--- config.mk ---
export PLATFORM = sky130hd
export DESIGN_NAME = seq_arm_detect_param_flat
export DESIGN_NICKNAME = d
export VERILOG_FILES = /design/src/rtl/seq_arm_detect_param_if.sv /design/src/rtl/seq_arm_detect_param.sv /design/src/flat_wrapper.sv
export SDC_FILE = /design/constraint.sdc
export NUM_CORES = 1
export LEC_CHECK = 0
export ABC_AREA = 0
export CAP_MARGIN = 20
export CORE_MARGIN = 2
export CORE_UTILIZATION = 25
export DETAILED_ROUTE_END_ITERATION = 10
export GPL_TIMING_DRIVEN = 0
export SYNTH_ARGS = -nofsm -noshare
export SYNTH_HDL_FRONTEND = slang
export SYNTH_SLANG_ARGS = --single-unit
--- constraint.sdc ---
create_clock -name clock -period 4.03 [get_ports clock]
set_clock_uncertainty 0.15 [all_clocks]
set_input_delay 0.6045 -clock clock [delete_from_list [all_inputs] [get_ports clock]]
set_output_delay 0.6045 -clock clock [all_outputs]
set_load 0.03 [all_outputs]
--- src/rtl/seq_arm_detect_param_if.sv ---
// rtl/seq_arm_detect_param_if.sv - sample-stream and match-status bundle for the arm/detect monitor
interface seq_arm_detect_param_if #(
    parameter int COUNT_W = 8,
    parameter int HIST_W  = 8
);
    logic               en;
    logic               inp;
    logic               clear;
    logic               armed;
    logic               match;
    logic               match_pulse;
    logic [COUNT_W-1:0] match_count;
    logic [HIST_W-1:0]  history;

    modport master (
        output en, inp, clear,
        input  armed, match, match_pulse, match_count, history
    );

    modport slave (
        input  en, inp, clear,
        output armed, match, match_pulse, match_count, history
    );
endinterface

--- src/rtl/seq_arm_detect_param.sv ---
// rtl/seq_arm_detect_param.sv - serial monitor: wait for ARM_PATTERN, then flag every DET_PATTERN
module seq_arm_detect_param #(
    parameter int                   ARM_LEN     = 3,
    parameter logic [ARM_LEN-1:0]   ARM_PATTERN = 3'b001,
    parameter int                   DET_LEN     = 4,
    parameter logic [DET_LEN-1:0]   DET_PATTERN = 4'b1010,
    parameter bit                   OVERLAP     = 1'b1,
    parameter int                   COUNT_W     = 8,
    parameter int                   HIST_W      = 8
) (
    input  logic                   clock,
    input  logic                   reset,
    seq_arm_detect_param_if.slave  bus
);
    localparam int FW = $clog2(HIST_W + 1);

    typedef enum logic {
        S_ARM,
        S_DET
    } state_t;

    state_t             state_q, state_d;
    logic [HIST_W-1:0]  hist_q, hist_d;
    logic [FW-1:0]      arm_fill_q, arm_fill_d;
    logic [FW-1:0]      det_fill_q, det_fill_d;
    logic               match_q, match_d;
    logic               pulse_q, pulse_d;
    logic [COUNT_W-1:0] count_q, count_d;

    logic [HIST_W-1:0]  hist_shift;
    logic [FW-1:0]      arm_fill_inc;
    logic [FW-1:0]      det_fill_inc;
    logic               arm_hit;
    logic               det_hit;

    always_ff @(posedge clock or negedge reset) begin
        if (!reset) begin
            state_q    <= S_ARM;
            hist_q     <= '0;
            arm_fill_q <= '0;
            det_fill_q <= '0;
            match_q    <= 1'b0;
            pulse_q    <= 1'b0;
            count_q    <= '0;
        end else begin
            state_q    <= state_d;
            hist_q     <= hist_d;
            arm_fill_q <= arm_fill_d;
            det_fill_q <= det_fill_d;
            match_q    <= match_d;
            pulse_q    <= pulse_d;
            count_q    <= count_d;
        end
    end

    // Fill counters keep reset-zero history bits from posing as real samples.
    always_comb begin
        hist_shift   = {hist_q[HIST_W-2:0], bus.inp};
        arm_fill_inc = (arm_fill_q == FW'(HIST_W)) ? arm_fill_q : arm_fill_q + FW'(1);
        det_fill_inc = (det_fill_q == FW'(HIST_W)) ? det_fill_q : det_fill_q + FW'(1);
        arm_hit      = (arm_fill_inc >= FW'(ARM_LEN)) &&
                       (hist_shift[ARM_LEN-1:0] == ARM_PATTERN);
        // Arm samples may also open the first detect pattern.
        det_hit      = ((state_q == S_DET) || arm_hit) &&
                       (det_fill_inc >= FW'(DET_LEN)) &&
                       (hist_shift[DET_LEN-1:0] == DET_PATTERN);
    end

    always_comb begin
        state_d    = state_q;
        hist_d     = hist_q;
        arm_fill_d = arm_fill_q;
        det_fill_d = det_fill_q;
        match_d    = match_q;
        pulse_d    = 1'b0;
        count_d    = count_q;

        if (bus.clear) begin
            state_d    = S_ARM;
            hist_d     = '0;
            arm_fill_d = '0;
            det_fill_d = '0;
            match_d    = 1'b0;
            count_d    = '0;
        end else if (bus.en) begin
            hist_d     = hist_shift;
            arm_fill_d = arm_fill_inc;
            det_fill_d = det_fill_inc;
            match_d    = det_hit;
            pulse_d    = det_hit;
            if (state_q == S_ARM && arm_hit) begin
                state_d = S_DET;
            end
            if (det_hit) begin
                if (count_q != '1) begin
                    count_d = count_q + COUNT_W'(1);
                end
                if (!OVERLAP) begin
                    det_fill_d = '0;
                end
            end
        end
    end

    assign bus.armed       = (state_q == S_DET);
    assign bus.match       = match_q;
    assign bus.match_pulse = pulse_q;
    assign bus.match_count = count_q;
    assign bus.history     = hist_q;
endmodule
--- src/flat_wrapper.sv ---
// flat-port wrapper written by rule: the top's interface ports become plain ports
module seq_arm_detect_param_flat 
#(
    parameter int                   ARM_LEN     = 3,
    parameter logic [ARM_LEN-1:0]   ARM_PATTERN = 3'b001,
    parameter int                   DET_LEN     = 4,
    parameter logic [DET_LEN-1:0]   DET_PATTERN = 4'b1010,
    parameter bit                   OVERLAP     = 1'b1,
    parameter int                   COUNT_W     = 8,
    parameter int                   HIST_W      = 8
)
  (clock, reset, bus_en, bus_inp, bus_clear, bus_armed, bus_match, bus_match_pulse, bus_match_count, bus_history);
  seq_arm_detect_param_if #(.COUNT_W(COUNT_W), .HIST_W(HIST_W)) bus_i ();
  input  logic clock;
  input  logic reset;
  input wire logic [$bits(bus_i.en)-1:0] bus_en;
  input wire logic [$bits(bus_i.inp)-1:0] bus_inp;
  input wire logic [$bits(bus_i.clear)-1:0] bus_clear;
  output wire logic [$bits(bus_i.armed)-1:0] bus_armed;
  output wire logic [$bits(bus_i.match)-1:0] bus_match;
  output wire logic [$bits(bus_i.match_pulse)-1:0] bus_match_pulse;
  output wire logic [$bits(bus_i.match_count)-1:0] bus_match_count;
  output wire logic [$bits(bus_i.history)-1:0] bus_history;
  assign bus_i.en = bus_en;
  assign bus_i.inp = bus_inp;
  assign bus_i.clear = bus_clear;
  assign bus_armed = bus_i.armed;
  assign bus_match = bus_i.match;
  assign bus_match_pulse = bus_i.match_pulse;
  assign bus_match_count = bus_i.match_count;
  assign bus_history = bus_i.history;
  seq_arm_detect_param #(.ARM_LEN(ARM_LEN), .ARM_PATTERN(ARM_PATTERN), .DET_LEN(DET_LEN), .DET_PATTERN(DET_PATTERN), .OVERLAP(OVERLAP), .COUNT_W(COUNT_W), .HIST_W(HIST_W)) u_core (.clock(clock), .reset(reset), .bus(bus_i));
endmodule
==> GITHUB_STEP_SUMMARY, run 1 <==
## Implementation flow summary

| Metric | Value |
|---|---|
| Max_cap viols | 0 |
| Metal2 WL | between 1 and 1.5 mm |
| Type of origin of the critical path | input pin |
| Final WL | around 2.9 mm |
| Worst vdd ir | approximately 0.12 mV |
| Total Power | roughly 0.00049 W |
| CTS buffer count | 3 |
| Nets | roughly 180 |
| Outcome | finished, final reports clean |
| WHS Endpoint | u_core.bus.match_count[4] |
| Antenna Nets Post-Route | 0 |
| Buffering overhead | ~15% |
| Crit Reg-Reg Startpoint | u_core.bus.match_count[0] |
| FF-to-FF setup slack | ~2100 ps |
| Hold Path Stages | 2 |
| Area reported by Yosys stat | about 1400 um2 |
| Vias in the first global route | 1111 |
| CTS H-Tree Depth | 1 |
| Clk root buf | clkbuf_8 |
| NetSw | approximately 0.00013 W |
| CP endpoint | u_core.bus.match_count[4] |
| Bufs w/o clock | 27 |
| Vias | between 1k and 1.5k |
| Count leader, synth | dfrtp_1 |
| Logic power comb | between 0.00005 and 0.00006 W |
| Final non-filler cell total | between 200 and 250 |
| Seq pwr share | between 50% and 60% |
| Syn Area/Cell | slightly above 10 um2 |
| Met3 wire len | between 100 and 150 um |
| Chip area | just over 6000 um2 |
| FFs w/ async S/R, synth | 100% |
| FF-to-FF End | u_core.bus.match_count[4] |
| Tap Cells | roughly 72 |
| Commonest Layout Cell | dfrtp_1 |
| Post-route clock period utilization | 54.8% |
| Heaviest power group | sequential cells |
| Area Growth Syn to Fin | 25.8% |
| Crit path DRT | between 4000 and 5000 ps |
| Top cells by count | 27 x dfrtp_1, 21 x nor2_1, 11 x mux2i_1 |
| Crit. Startpoint | bus_inp |
| Adders+Majority by Area | ~5.4% |
| Vias/cell | between 4 and 5 |
| Fraction of layout cells with a size suffix above 1 | 7.93% |
| Worst-path fanout max | 10 |
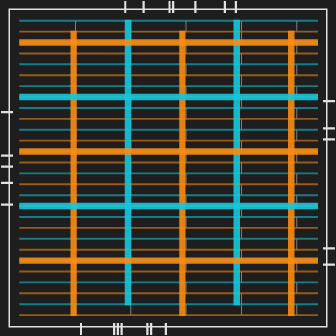
Run 1: floorplan with the power grid
Pins as bars on the die edge. Tap cells in gray.
Orange marks VSS. Cyan marks VDD.
72 tap cells. 5 straps on met4. 5 straps on met5.
Core Area: 5470 um2
Die Wd: 78.8 um
die height: 78.8 um

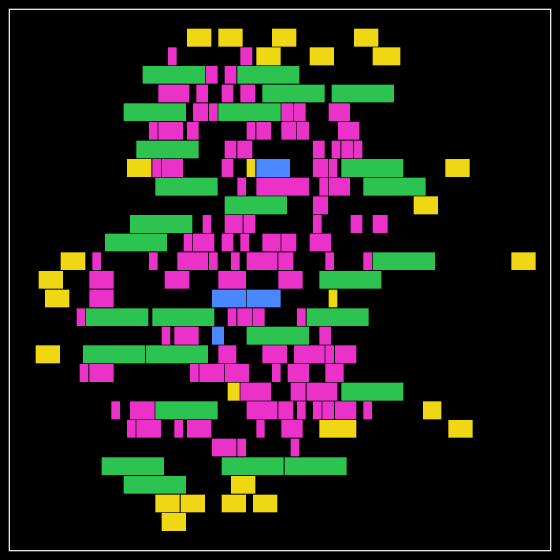
Run 1: cell classes on the final placement
Yellow marks remaining buffers and delay cells, cells 27, share of their area 15%. Magenta marks remaining logic cells, cells 106, share of their area 41%. Blue marks clock drivers and dummy loads, cells 4, share of their area 2.8%. Green marks registers, cells 27, share of their area 40%.
fraction of area in registers: 38.4%
post-route cell area: 1760 um2

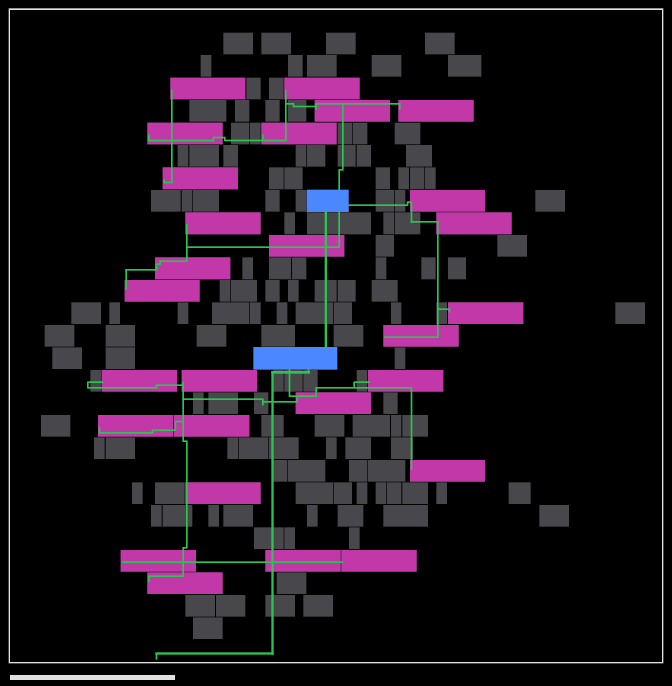
Run 1: routed clock nets over the placement
Scale bar: 20 um.
Green marks clock wires, length 358 um. Magenta marks flip-flops, count 27. Blue marks clock-net drivers, count 3.
There are 4 routed clock nets.
Clk Latency, worst-skew pair: 270 ps
Clock power frac: 31.7%
clock group power: 0.000156 W

==> inputs of run 2 (changes only) <==
- clock period: 4.03 -> 2.2 ns (I/O delays scaled with it)
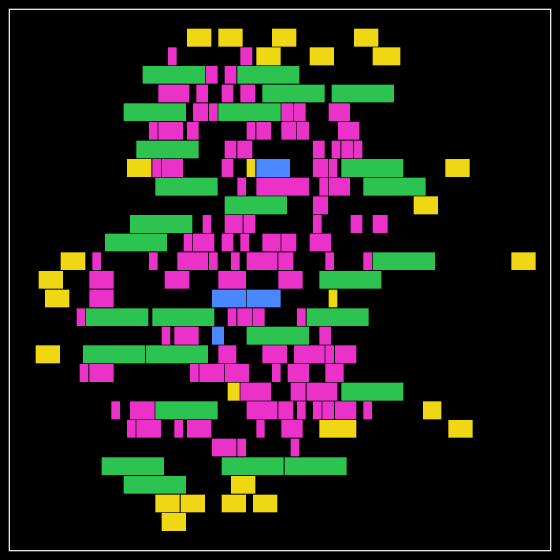
Run 2: cell classes on the final placement
Magenta marks remaining logic cells, cells 106, share of their area 41%. Yellow marks remaining buffers and delay cells, cells 27, share of their area 15%. Green marks registers, cells 27, share of their area 40%. Blue marks clock drivers and dummy loads, cells 4, share of their area 2.8%.
num rows: 27
Util after Layout: 32.2%

==> GITHUB_STEP_SUMMARY, run 2 <==
## Implementation flow summary

| Metric | Value |
|---|---|
| Outcome | finished, final reports clean |
| Hold Path Stages | 2 |
| Clock power frac | between 30% and 40% |
| Worst-path fanout max | 10 |
| Top cells by count | 27 x dfrtp_1, 21 x nor2_1, 11 x mux2i_1 |
| CTS H-Tree Depth | 1 |
| Bufs w/o clock | 27 |
| Commonest Layout Cell | dfrtp_1 |
| Clk root buf | clkbuf_8 |
| Vias | about 1.1k |
| Chip area | approximately 6200 um2 |
| NetSw | around 0.00023 W |
| Total Power | approximately 0.0009 W |
| Syn Area/Cell | approximately 10 um2 |
| Clock group power | around 0.00029 W |
| Vias/cell | 4.57 |
| Max_cap viols | 0 |
| Die height | 78.8 um |
| Core Area | about 5500 um2 |
| Antenna Nets Post-Route | 0 |
| CP endpoint | u_core.bus.match_count[4] |
| Worst vdd ir | ~0.23 mV |
| Crit path DRT | 2260 ps |
| Fraction of area in registers | a little under two fifths |
| FF-to-FF End | u_core.bus.match_count[4] |
| Fraction of layout cells with a size suffix above 1 | ~8% |
| Post-route cell area | 1760 um2 |
| Number of I/O port buffers | 21 |
| Adders+Majority by Area | around 5.4% |
| Crit Reg-Reg Startpoint | u_core.bus.match_count[0] |
| FFs w/ async S/R, synth | 100% |
| Vias in the first global route | 1111 |
| Seq pwr share | 57.8% |
| WHS Endpoint | u_core.bus.match_count[4] |
| Post-route clock period utilization | 87.9% |
| Final WL | about 2.9 mm |
| Count leader, synth | dfrtp_1 |
| Logic power comb | 0.0000943 W |
| Crit path depth | 6 |
| Tap Cells | approximately 72 |
| Nets | 176 |
| Area Growth Syn to Fin | 25.8% |
| Met3 wire len | 115 um |
| FF-to-FF setup slack | ~280 ps |
| Final non-filler cell total | ~240 |
| Clk Latency, worst-skew pair | 270 ps |
| Crit. Startpoint | bus_inp |
Power is estimated from default activity; no workload was simulated.
